--- src/rtl/prog_loader.sv ---
// Serial program loader: parses an 0xA5-framed byte stream into 28-bit
// instruction words, writes them to instruction memory and verifies an XOR checksum.
package affine;
  localparam int A      = 8;
  localparam int W_INST = 28;
endpackage

module prog_loader #(
  parameter int A      = affine::A,
  parameter int W_INST = affine::W_INST
) (
  input  logic              clk_i,
  input  logic              rst_i,
  input  logic [7:0]        rx_data_i,
  input  logic              rx_valid_i,
  output logic              rx_ready_o,
  output logic              we_o,
  output logic [A-1:0]      waddr_o,
  output logic [W_INST-1:0] wdata_o,
  output logic              core_rst_o,
  output logic              busy_o,
  output logic              done_o,
  output logic              err_o
);

  typedef enum logic [2:0] {
    S_IDLE, S_CNT_HI, S_CNT_LO, S_DATA, S_CSUM, S_DONE, S_ERR
  } state_t;

  state_t state, state_nx;

  logic              accept;
  logic [15:0]       n_words;
  logic [15:0]       count_n;
  logic [16:0]       n_max;
  logic [A:0]        addr_q;
  logic [1:0]        byte_q;
  logic [7:0]        csum_q;
  logic [23:0]       shift_q;
  logic              last_word;
  logic              err_q;
  logic              core_rst_q;
  logic              vld_p1;
  logic [A-1:0]      waddr_p1;
  logic [W_INST-1:0] wdata_p1;

  assign rx_ready_o = ~rst_i;
  assign accept     = rx_valid_i & rx_ready_o;
  assign count_n    = {n_words[15:8], rx_data_i};
  assign n_max      = 17'(1) << A;
  // Address counter is one bit wider than A so a full 2^A-word image is reachable.
  assign last_word  = (17'(addr_q) + 17'd1) == {1'b0, n_words};

  always_ff @(posedge clk_i) begin
    if (rst_i) state <= S_IDLE;
    else       state <= state_nx;
  end

  always_comb begin
    state_nx = state;
    case (state)
      S_IDLE: begin
        if (accept && rx_data_i == 8'hA5) state_nx = S_CNT_HI;
      end
      S_CNT_HI: begin
        if (accept) state_nx = S_CNT_LO;
      end
      S_CNT_LO: begin
        if (accept) begin
          if (count_n == 16'd0)              state_nx = S_CSUM;
          else if ({1'b0, count_n} > n_max)  state_nx = S_ERR;
          else                               state_nx = S_DATA;
        end
      end
      S_DATA: begin
        if (accept) begin
          if (byte_q == 2'd0 && rx_data_i[7:4] != 4'd0) state_nx = S_ERR;
          else if (byte_q == 2'd3 && last_word)         state_nx = S_CSUM;
        end
      end
      S_CSUM: begin
        if (accept) state_nx = (rx_data_i == csum_q) ? S_DONE : S_ERR;
      end
      S_DONE:  state_nx = S_IDLE;
      S_ERR:   state_nx = S_IDLE;
      default: state_nx = S_IDLE;
    endcase
  end

  // Byte capture / word assembly stage; write strobe and data land in _p1.
  always_ff @(posedge clk_i) begin
    if (rst_i) begin
      n_words    <= '0;
      addr_q     <= '0;
      byte_q     <= '0;
      csum_q     <= '0;
      shift_q    <= '0;
      err_q      <= 1'b0;
      core_rst_q <= 1'b1;
      vld_p1     <= 1'b0;
      waddr_p1   <= '0;
      wdata_p1   <= '0;
    end else begin
      vld_p1 <= 1'b0;
      if (accept) begin
        case (state)
          S_IDLE: begin
            if (rx_data_i == 8'hA5) begin
              err_q      <= 1'b0;
              core_rst_q <= 1'b1;
              addr_q     <= '0;
              byte_q     <= '0;
              csum_q     <= '0;
            end
          end
          S_CNT_HI: n_words[15:8] <= rx_data_i;
          S_CNT_LO: n_words[7:0]  <= rx_data_i;
          S_DATA: begin
            csum_q  <= csum_q ^ rx_data_i;
            byte_q  <= byte_q + 2'd1;
            shift_q <= {shift_q[15:0], rx_data_i};
            if (byte_q == 2'd3) begin
              vld_p1   <= 1'b1;
              waddr_p1 <= addr_q[A-1:0];
              wdata_p1 <= W_INST'({shift_q, rx_data_i});
              addr_q   <= addr_q + {{A{1'b0}}, 1'b1};
            end
          end
          default: ;
        endcase
      end
      if (state != S_ERR && state_nx == S_ERR) err_q <= 1'b1;
      if (state == S_CSUM && state_nx == S_DONE) core_rst_q <= 1'b0;
    end
  end

  assign we_o       = vld_p1;
  assign waddr_o    = waddr_p1;
  assign wdata_o    = wdata_p1;
  assign err_o      = err_q;
  assign core_rst_o = core_rst_q;
  assign done_o     = (state == S_DONE);
  assign busy_o     = (state == S_CNT_HI) || (state == S_CNT_LO) ||
                      (state == S_DATA)   || (state == S_CSUM);

endmodule

--- config.mk ---
export PLATFORM = sky130hd
export DESIGN_NAME = prog_loader
export DESIGN_NICKNAME = d
export VERILOG_FILES = /design/src/rtl/prog_loader.sv
export SDC_FILE = /design/constraint.sdc
export NUM_CORES = 1
export LEC_CHECK = 0
export ABC_AREA = 1
export CORE_ASPECT_RATIO = 0.75
export CORE_MARGIN = 3
export CORE_UTILIZATION = 45
export CTS_CLUSTER_SIZE = 40
export DETAILED_ROUTE_END_ITERATION = 7
export PLACE_DENSITY = 0.7
export SLEW_MARGIN = 20
export SYNTH_ARGS = -nofsm -noshare
export SYNTH_HDL_FRONTEND = slang
export SYNTH_SLANG_ARGS = --single-unit
--- constraint.sdc ---
create_clock -name clk_i -period 1.8 [get_ports clk_i]
set_input_delay 0.18 -clock clk_i [delete_from_list [all_inputs] [get_ports clk_i]]
set_output_delay 0.18 -clock clk_i [all_outputs]
set_load 0.02 [all_outputs]
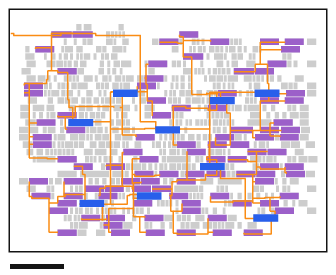
Figure 1: run 1, clock network drawn from the DEF.
The bar under the picture is 20 um long.
[clock-net drivers] blue | count: 9
[flip-flops] purple | count: 97
[clock wires] orange | length: 1170 um
flops lie: all over the die

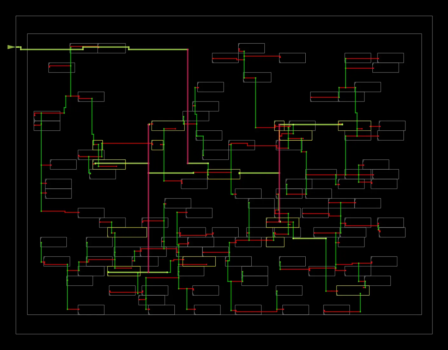
Figure 2: run 1, clock nets.
Late-Pin Clk Latency: 0.34 ns
CTS buffer count: 9
seq_cells: 97

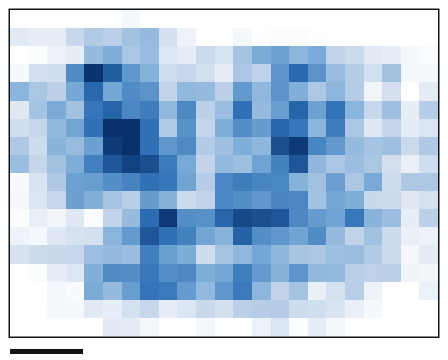
Figure 3: run 1, routed metal per tile.
The bar under the picture is 20 um long. 23 x 18 tiles, from white (low) to dark blue (high), scaled to the fullest tile. Values are wire area over tile area, all layers added.
nearly empty tiles: 14%
tiles over half the peak: 28%
fullest tile: 0.54
densest ninth of the die: centre
mean over tiles: 0.18

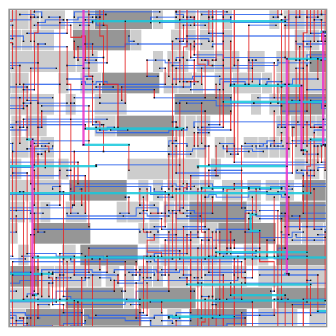
Figure 4: run 1, zoomed window.
Region (39, 25) to (79, 65) um. Cells in grey, sequential cells in the stronger grey; small squares are vias.
[M3] cyan
[M1] blue
[M2] red
[M4] magenta
sequential cells in the window: 21
netlist names of flops here include: `n_words` (13), `shift_q` (3), `addr_q` (2)
most frequent: nand2_1 (31), dfxtp_1 (21), nand3_1 (17)
cells with their middle in the window: 157

==> results.ini, run 1 <==
[power_and_ir_drop]
p_leak_nw=2.18
top_power_group=registers
swShare_pct=21.7
power.switching_mw=0.919

[worst_setup_path]
worstPathArrival_ns=2.09
slowest_delay_ns=0.36
rr_worst_depth=12
path_cells=ha_4 -> nand3_2 -> xor2_1 -> o21ai_2 -> nor2_2 -> nand3_2 -> nand2_1 -> nand2_1 -> nand2_2 -> nand2_1 -> nand3_1 -> nand2_1
crit_start=addr_q[0]
cp_num_buf_inv=0
endpoint=err_o

[finish]
drive_gt1_share_pct=17.1
stdcell_area_mm2=0.00555

[cts]
clk_pin_slew_ns=0.07
holdBufCountCts=0
htree_levels=3

[outcome]
status=complete, but fails checks
failed_checks=setup timing

[timing]
clock_skew_ns=0.00693
worst_slack_ns=-0.0451
setup_viol=1

[synth]
ys_seq_share_pct=46.6
edf_count=0
synth_area_mm2=0.00417
most_common_cell=nand2_1

[placed_design]
placed_cell_area_mm2=0.00507
dp_worst_setup_slack_ns=-0.197

[detailed_routing]
firstDrtPassIters=5
drt-initial-drc-count=224

[floorplan]
die_h_um=89.3
initCoreUtil_pct=47.6

==> run 1: state kept, by name, summed over array words and instances (netlist names), 2 cells and up <==
register,count
addr_q,9
byte_q,2
csum_q,8
n_words,16
shift_q,20
state,3
waddr_o,8
wdata_o,28
==> run 1: area by class of cell <==
cell class	instances	area, um2
repair buffers	106	1010
multi-input cells	384	1940
well taps	124	155
flip-flops and latches	97	1950
clock buffers	10	239
clock inverters	4	53.8
inverters	53	199
fillers	757	3200
==> run 1: metal layers <==
layer	vias up	share of wire (%)	track usage [%]
li1	2022	-	-
met1	1884	49	32.3
met2	142	43	34.5
met3	24	6.6	5.62
met4	0	1.7	8.13
met5	-	0	0
==> run 1: layout by cell type, fill, tap and decap left out, types with 2 or more instances in the layout <==
cell,n
nand2_1,114
dfxtp_1,92
o21ai_0,59
nor2_1,58
clkdlybuf4s50_1,49
inv_1,47
buf_4,46
nand3_1,37
a21oi_1,30
clkbuf_16,11
o21ai_1,9
o31ai_1,8
nand4_1,8
nand2_2,7
a211oi_1,7
nor2_4,6
nor2_2,6
xor2_1,6
inv_2,5
nor3_1,4
nand3_2,4
dfxtp_2,4
a31oi_1,3
xnor2_1,3
or2_2,3
buf_12,3
buf_6,3
nand3b_1,2
a21oi_2,2
a211oi_2,2
ha_1,2
clkinvlp_4,2
==> run 1: through the flow <==
stage          setup TNS [ns]  utilization, %
3_5_place_dp            -3.13            58.0
5_1_grt                 -1.18            63.4
2_1_floorplan               0               -
4_1_cts                     0            61.6
3_3_place_gp            -2.29            58.0
6_report              -0.0451            63.4
==> run 1: cells by family after synthesis <==
kind of cell | count (synthesis) | synth area share [%]
compound gates | 121 | 15.9
fa+ha+maj | 3 | 0.901
simple gates | 251 | 26.5
buf+inv | 81 | 8.20
flops | 97 | 46.6
xor+xnor | 9 | 1.89
==> run 2, diff against run 1 <==
- HOLD_SLACK_MARGIN: not set -> 0.12
==> run 2 against run 1 <==
Compared with the run above:
- the flow still finishes with violations (setup timing)
- clock power barely moved
- utilization is the same
- non-clock buffer count did not move
- via count is the same
- largest power group unchanged
- wire length is the same
- combinational power about the same
- critical endpoint unchanged
- setup slack unchanged
- critical path depth unchanged
==> results.ini, run 2 <==
[finish]
drive_gt1_share_pct=17.1
most-common-layout-cells=nand2_1 (114), dfxtp_1 (92), o21ai_0 (59), nor2_1 (58), clkdlybuf4s50_1 (49)
final_util_pct=63.4
fill_cells=757
layout.area.seq_mm2=0.00195

[floorplan]
die_h_um=89.3

[cts]
clkLatencyLatePin_ns=0.34
clk_pin_slew_ns=0.07
numCtsBuffers=9
holdBufCountCts=0

[worst_setup_path]
worstPathArrival_ns=2.09

[power_and_ir_drop]
p_leak_nw=2.18

[synth]
yosys.area_share.aoi_pct=15.9
ys_seq_share_pct=46.6
synth.mux.area_fraction_pct=0
logic_family=simple AND/OR/NAND/NOR gates
ys_sh_simple_pct=26.5
synthAdderAreaFrac_pct=0.901
most_common_cell=nand2_1

[global_routing]
use_met2_pct=34.5
gr-usage-met1_pct=32.3
use_met3_pct=5.62

[timing]
setup_viol=1
worst_slack_ns=-0.0451

[outcome]
failed_checks=setup timing
status=complete, but fails checks

[detailed_routing]
wl_met2_um=5020
top_layer_used=met4
drt-initial-drc-count=224

## run 2: repair_timing
item / in CTS / in global routing
setup buffers: 0 / 6
setup endpoints to repair: 6 / 32
resized: 7 / 32
gates cloned: 0 / 3
pin swaps: 0 / 5
## run 2: through the flow
step	area, um2	hold slack [ns]	instances	setup slack, ns	TNS [ns]
after global routing	5550	0.384	778	-0.194	-1.18
after floorplan	4170	0.293	562	0.0584	0
after CTS	5380	0.464	769	0.00186	0
after global placement	5070	0.451	755	-0.161	-2.29
final	5550	0.333	778	-0.0451	-0.0451
after detailed placement	5070	0.455	755	-0.197	-3.13
## run 2: path summary, 6_finish.rpt
path                              startpoint     endpoint  cells past startpoint
worst max-delay path               addr_q[0]        err_o                     12
worst min-delay path            rx_data_i[3]    csum_q[3]                      4
worst max register to register     addr_q[0]        err_o                     12
worst min register to register   shift_q[17]  shift_q[17]                      2
## run 2: worst max-delay path, stage by stage, from the launching register on
cell	delay, ns
dfxtp_4	0.36
ha_4	0.16
nand3_2	0.13
xor2_1	0.35
o21ai_2	0.09
nor2_2	0.12
nand3_2	0.13
nand2_1	0.09
nand2_1	0.06
nand2_2	0.07
nand2_1	0.05
nand3_1	0.08
nand2_1	0.05
## run 2: area by class of cell
cell class,instances,share of cell area [%]
clock inverter,4,0.970
inverter,53,3.59
multi-input combinational,384,35.0
timing repair buffer,106,18.1
sequential,97,35.2
tap,124,2.80
clock buffer,10,4.31
## run 2: kinds of logic (layout without fill, tap and decap cells)
kind of cell    after synthesis  after routing
simple gates                251            251
compound gates              121            121
flops                        97             97
buf+inv                      81            173
xor+xnor                      9              9
fa+ha+maj                     3              3
## run 2: power by group
group          leakage [nW]  switching [mW]  internal (mW)
clock network         0.137           0.818           1.10
logic                  1.26          0.0999         0.0679
registers             0.784        0.000205           2.14
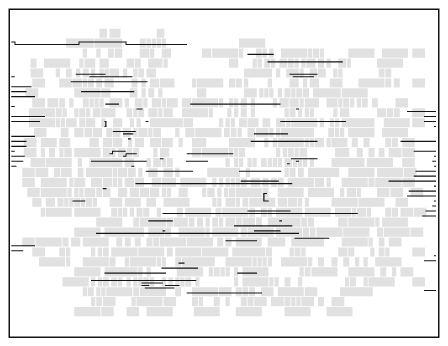
Figure 5: run 2, M3 wires.
longest straight run: 55.2 um
main direction: horizontal

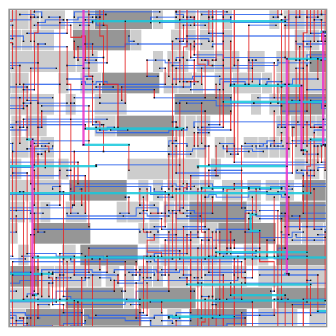
Figure 6: run 2, zoomed window.
Region (39, 25) to (79, 65) um. Cells in grey, sequential cells in the stronger grey; small squares are vias.
[M2] red
[M4] magenta
[M1] blue
[M3] cyan
netlist names of flops here include: `n_words` (13), `shift_q` (3), `addr_q` (2)
cells with their middle in the window: 157
sequential cells in the window: 21
most frequent: nand2_1 (31), dfxtp_1 (21), nand3_1 (17)

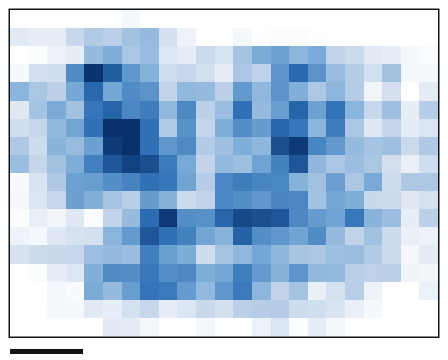
Figure 7: run 2, routed metal per tile.
The bar under the picture is 20 um long. 23 x 18 tiles, from white (low) to dark blue (high), scaled to the fullest tile. Values are wire area over tile area, all layers added.
mean over tiles: 0.18
nearly empty tiles: 14%
fullest tile: 0.54
tiles over half the peak: 28%

Power and IR drop assume default switching activity.
